**src/rtl/mx_negator_arbiter.sv**
```systemverilog
// mx_negator_arbiter: round-robin arbiter that shares one MXINT8 vector
// negator among NUM_REQ requesters, with a single-entry valid/ready output stage.
// Optional build macro: MX_NEG_ARB_SAT_EN (negating 0x80 saturates to 0x7F).

package mx_pkg;
   localparam int unsigned SCALING_BLOCK_SIZE = 4;

   typedef struct packed {
      logic [7:0]                         scale;
      logic [SCALING_BLOCK_SIZE-1:0][7:0] elem;
   } t_mxint8_vector;
endpackage

// mx_vector_negator: element-wise two's complement negation, scale untouched.
module mx_vector_negator
   import mx_pkg::*;
(
   input  t_mxint8_vector vec_i,
   output t_mxint8_vector vec_o
);

   // Negate every INT8 element modulo 256; the E8M0 scale (incl. NaN 0xFF) passes through
   always_comb begin
      vec_o.scale = vec_i.scale;
      vec_o.elem  = '0;
      for (int unsigned k = 0; k < SCALING_BLOCK_SIZE; k++) begin
         vec_o.elem[k] = 8'd0 - vec_i.elem[k];
      end
   end

endmodule

module mx_negator_arbiter
   import mx_pkg::*;
#(
   parameter int unsigned NUM_REQ = 4,
   parameter int unsigned ID_W    = $clog2(NUM_REQ)
) (
   input  logic                          clk,
   input  logic                          rst,
   input  logic           [NUM_REQ-1:0]  req_valid,
   output logic           [NUM_REQ-1:0]  req_ready,
   input  t_mxint8_vector [NUM_REQ-1:0]  req_vector,
   input  logic           [NUM_REQ-1:0]  req_neg,
   output logic                          rsp_valid,
   input  logic                          rsp_ready,
   output t_mxint8_vector                rsp_vector,
   output logic           [ID_W-1:0]     rsp_id
);

   typedef enum logic {EMPTY, FULL} state_t;

   state_t          state_q;
   logic            rsp_valid_q;
   t_mxint8_vector  rsp_vector_q;
   t_mxint8_vector  rsp_vector_d;
   logic [ID_W-1:0] rsp_id_q;
   logic [ID_W-1:0] rr_ptr_q;
   logic [ID_W-1:0] rr_ptr_d;

   logic            gnt_found;
   logic [ID_W-1:0] gnt_idx;
   logic [ID_W-1:0] cand_idx;
   int unsigned     cand;
   logic            can_accept;
   logic            accept;

   t_mxint8_vector  sel_vec;
   t_mxint8_vector  neg_vec;

   // Round-robin search: first valid index at or after rr_ptr, wrapping modulo NUM_REQ
   always_comb begin
      gnt_found = 1'b0;
      gnt_idx   = '0;
      cand      = 0;
      cand_idx  = '0;
      for (int unsigned i = 0; i < NUM_REQ; i++) begin
         cand     = (32'(rr_ptr_q) + i) % NUM_REQ;
         cand_idx = ID_W'(cand);
         if (!gnt_found && req_valid[cand_idx]) begin
            gnt_found = 1'b1;
            gnt_idx   = cand_idx;
         end
      end
   end

   assign can_accept = (state_q == EMPTY) | (rsp_valid_q & rsp_ready);
   assign accept     = can_accept & gnt_found;
   assign rr_ptr_d   = (gnt_idx == ID_W'(NUM_REQ - 1)) ? '0 : gnt_idx + 1'b1;

   // One-hot accept to the granted requester; held low throughout reset
   always_comb begin
      req_ready = '0;
      if (!rst && accept) begin
         req_ready[gnt_idx] = 1'b1;
      end
   end

   assign sel_vec = req_vector[gnt_idx];

   mx_vector_negator u_negator (
      .vec_i (sel_vec),
      .vec_o (neg_vec)
   );

   // Choose negated or pass-through operand for the output register
   always_comb begin
      rsp_vector_d = req_neg[gnt_idx] ? neg_vec : sel_vec;
`ifdef MX_NEG_ARB_SAT_EN
      if (req_neg[gnt_idx]) begin
         for (int unsigned k = 0; k < SCALING_BLOCK_SIZE; k++) begin
            if (neg_vec.elem[k] == 8'h80) begin
               rsp_vector_d.elem[k] = 8'h7F;
            end
         end
      end
`endif
   end

   // Output-stage FSM: load on accept (also when draining), empty on drain without grant
   always_ff @(posedge clk or posedge rst) begin
      if (rst) begin
         state_q      <= EMPTY;
         rsp_valid_q  <= 1'b0;
         rsp_vector_q <= '0;
         rsp_id_q     <= '0;
         rr_ptr_q     <= '0;
      end else begin
         if (accept) begin
            state_q      <= FULL;
            rsp_valid_q  <= 1'b1;
            rsp_vector_q <= rsp_vector_d;
            rsp_id_q     <= gnt_idx;
            rr_ptr_q     <= rr_ptr_d;
         end else if (rsp_valid_q && rsp_ready) begin
            state_q     <= EMPTY;
            rsp_valid_q <= 1'b0;
         end
      end
   end

   assign rsp_valid  = rsp_valid_q;
   assign rsp_vector = rsp_vector_q;
   assign rsp_id     = rsp_id_q;

endmodule

```
**config.mk**
```make
export PLATFORM = sky130hd
export DESIGN_NAME = mx_negator_arbiter
export DESIGN_NICKNAME = d
export VERILOG_FILES = /design/src/rtl/mx_negator_arbiter.sv
export SDC_FILE = /design/constraint.sdc
export NUM_CORES = 1
export LEC_CHECK = 0
export CELL_PAD_IN_SITES_DETAIL_PLACEMENT = 1
export CELL_PAD_IN_SITES_GLOBAL_PLACEMENT = 2
export CORE_ASPECT_RATIO = 0.8
export CORE_MARGIN = 5
export CORE_UTILIZATION = 25
export CTS_CLUSTER_SIZE = 24
export DETAILED_ROUTE_END_ITERATION = 8
export GPL_TIMING_DRIVEN = 0
export MAX_ROUTING_LAYER = met4
export PLACE_DENSITY_LB_ADDON = 0.1
export SYNTH_ARGS = -nofsm -noshare
export SYNTH_HDL_FRONTEND = slang
export SYNTH_HIERARCHICAL = 1
export SYNTH_SLANG_ARGS = --single-unit
```
**constraint.sdc**
```tcl
create_clock -name clk -period 3.5 [get_ports clk]
set_input_delay 0.7 -clock clk [delete_from_list [all_inputs] [get_ports clk]]
set_output_delay 0.7 -clock clk [all_outputs]
set_load 0.02 [all_outputs]
```
**Congestion heat map**

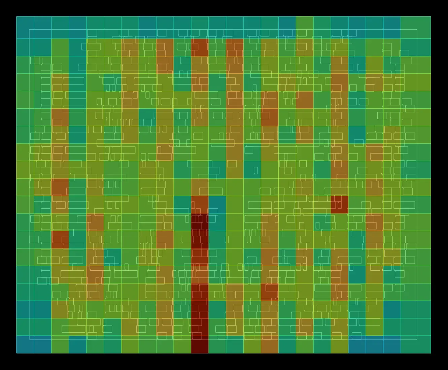
met3 usage: 0.03550
GR peak layer: met2

**Signal wires on met1**

Cells faint in the background.
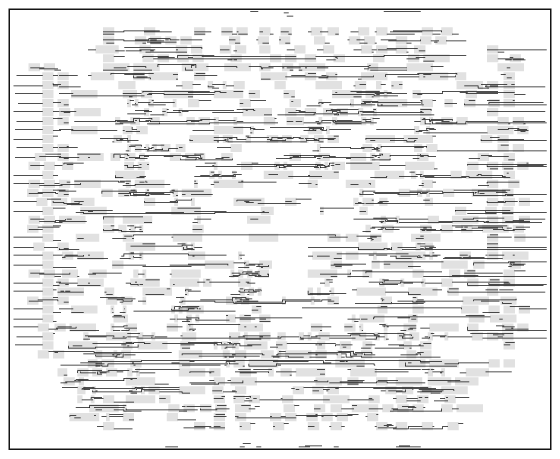
- main direction: horizontal
- nets with wire on the layer: 746
- longest straight run: 61.2 µm

==> flow_metrics.env <==
# implementation run metrics
export IMPL_combPwrFrac=0.723
export IMPL_leakagePower_nw=3.058
export IMPL_yosys_stat_seqShare=0.2383
export IMPL_lay_top_count="clkdlybuf4s50_1"
export IMPL_detail_route_antenna_nets=0
export IMPL_cts_clk_slew_worst_paths_ns=0.06
export IMPL_worstPathCellList="clkdlybuf4s50_1 > nor4_4 > a21o_4 > nor2_1 > and3_1 > clkdlybuf4s50_1"
export IMPL_status="completed"
export IMPL_p_comb_w=0.00357
export IMPL_setup_ws_ns=0.09930
export IMPL_top_area_frac=0.2606
export IMPL_cp_num_cells=6
export IMPL_comb_multi_input_count=330
export IMPL_clock_latency_ns=0.29
export IMPL_async_flop_share=1.000
export IMPL_ys_cells=430
export IMPL_comb_share=0.4324
export IMPL_pg_seq_w=0.000889
export IMPL_hold_path_class="reg -> reg"
export IMPL_grt_antenna_before_repair=0
export IMPL_bufAreaShareNonClock=0.3476
export IMPL_power_density_nw_per_um2=656.0
export IMPL_hold_start="rsp_id[0]"
export IMPL_hold_path_end="rsp_id[0]"
export IMPL_grt_usage=0.1483
export IMPL_pg_clk_w=0.000479
export IMPL_p_sw_w=0.002057
export IMPL_drt_vias_per_instance=4.366
export IMPL_cts_tree="done"
export IMPL_final_layout_size_suffix_gt1_frac=0.1573
export IMPL_top_cell="mux2i_1"
export IMPL_seq_cell_count=45
export IMPL_place_area_um2=7239
export IMPL_yosysUniqueCellTypes=35
export IMPL_setup_violations_final=0
export IMPL_tns_ns=0
**The metal 2 layer**

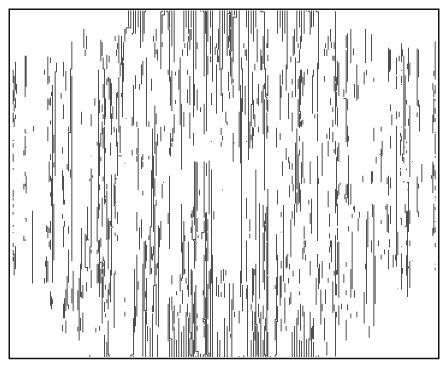
- main direction: vertical
- wire length on this layer: 7590 µm

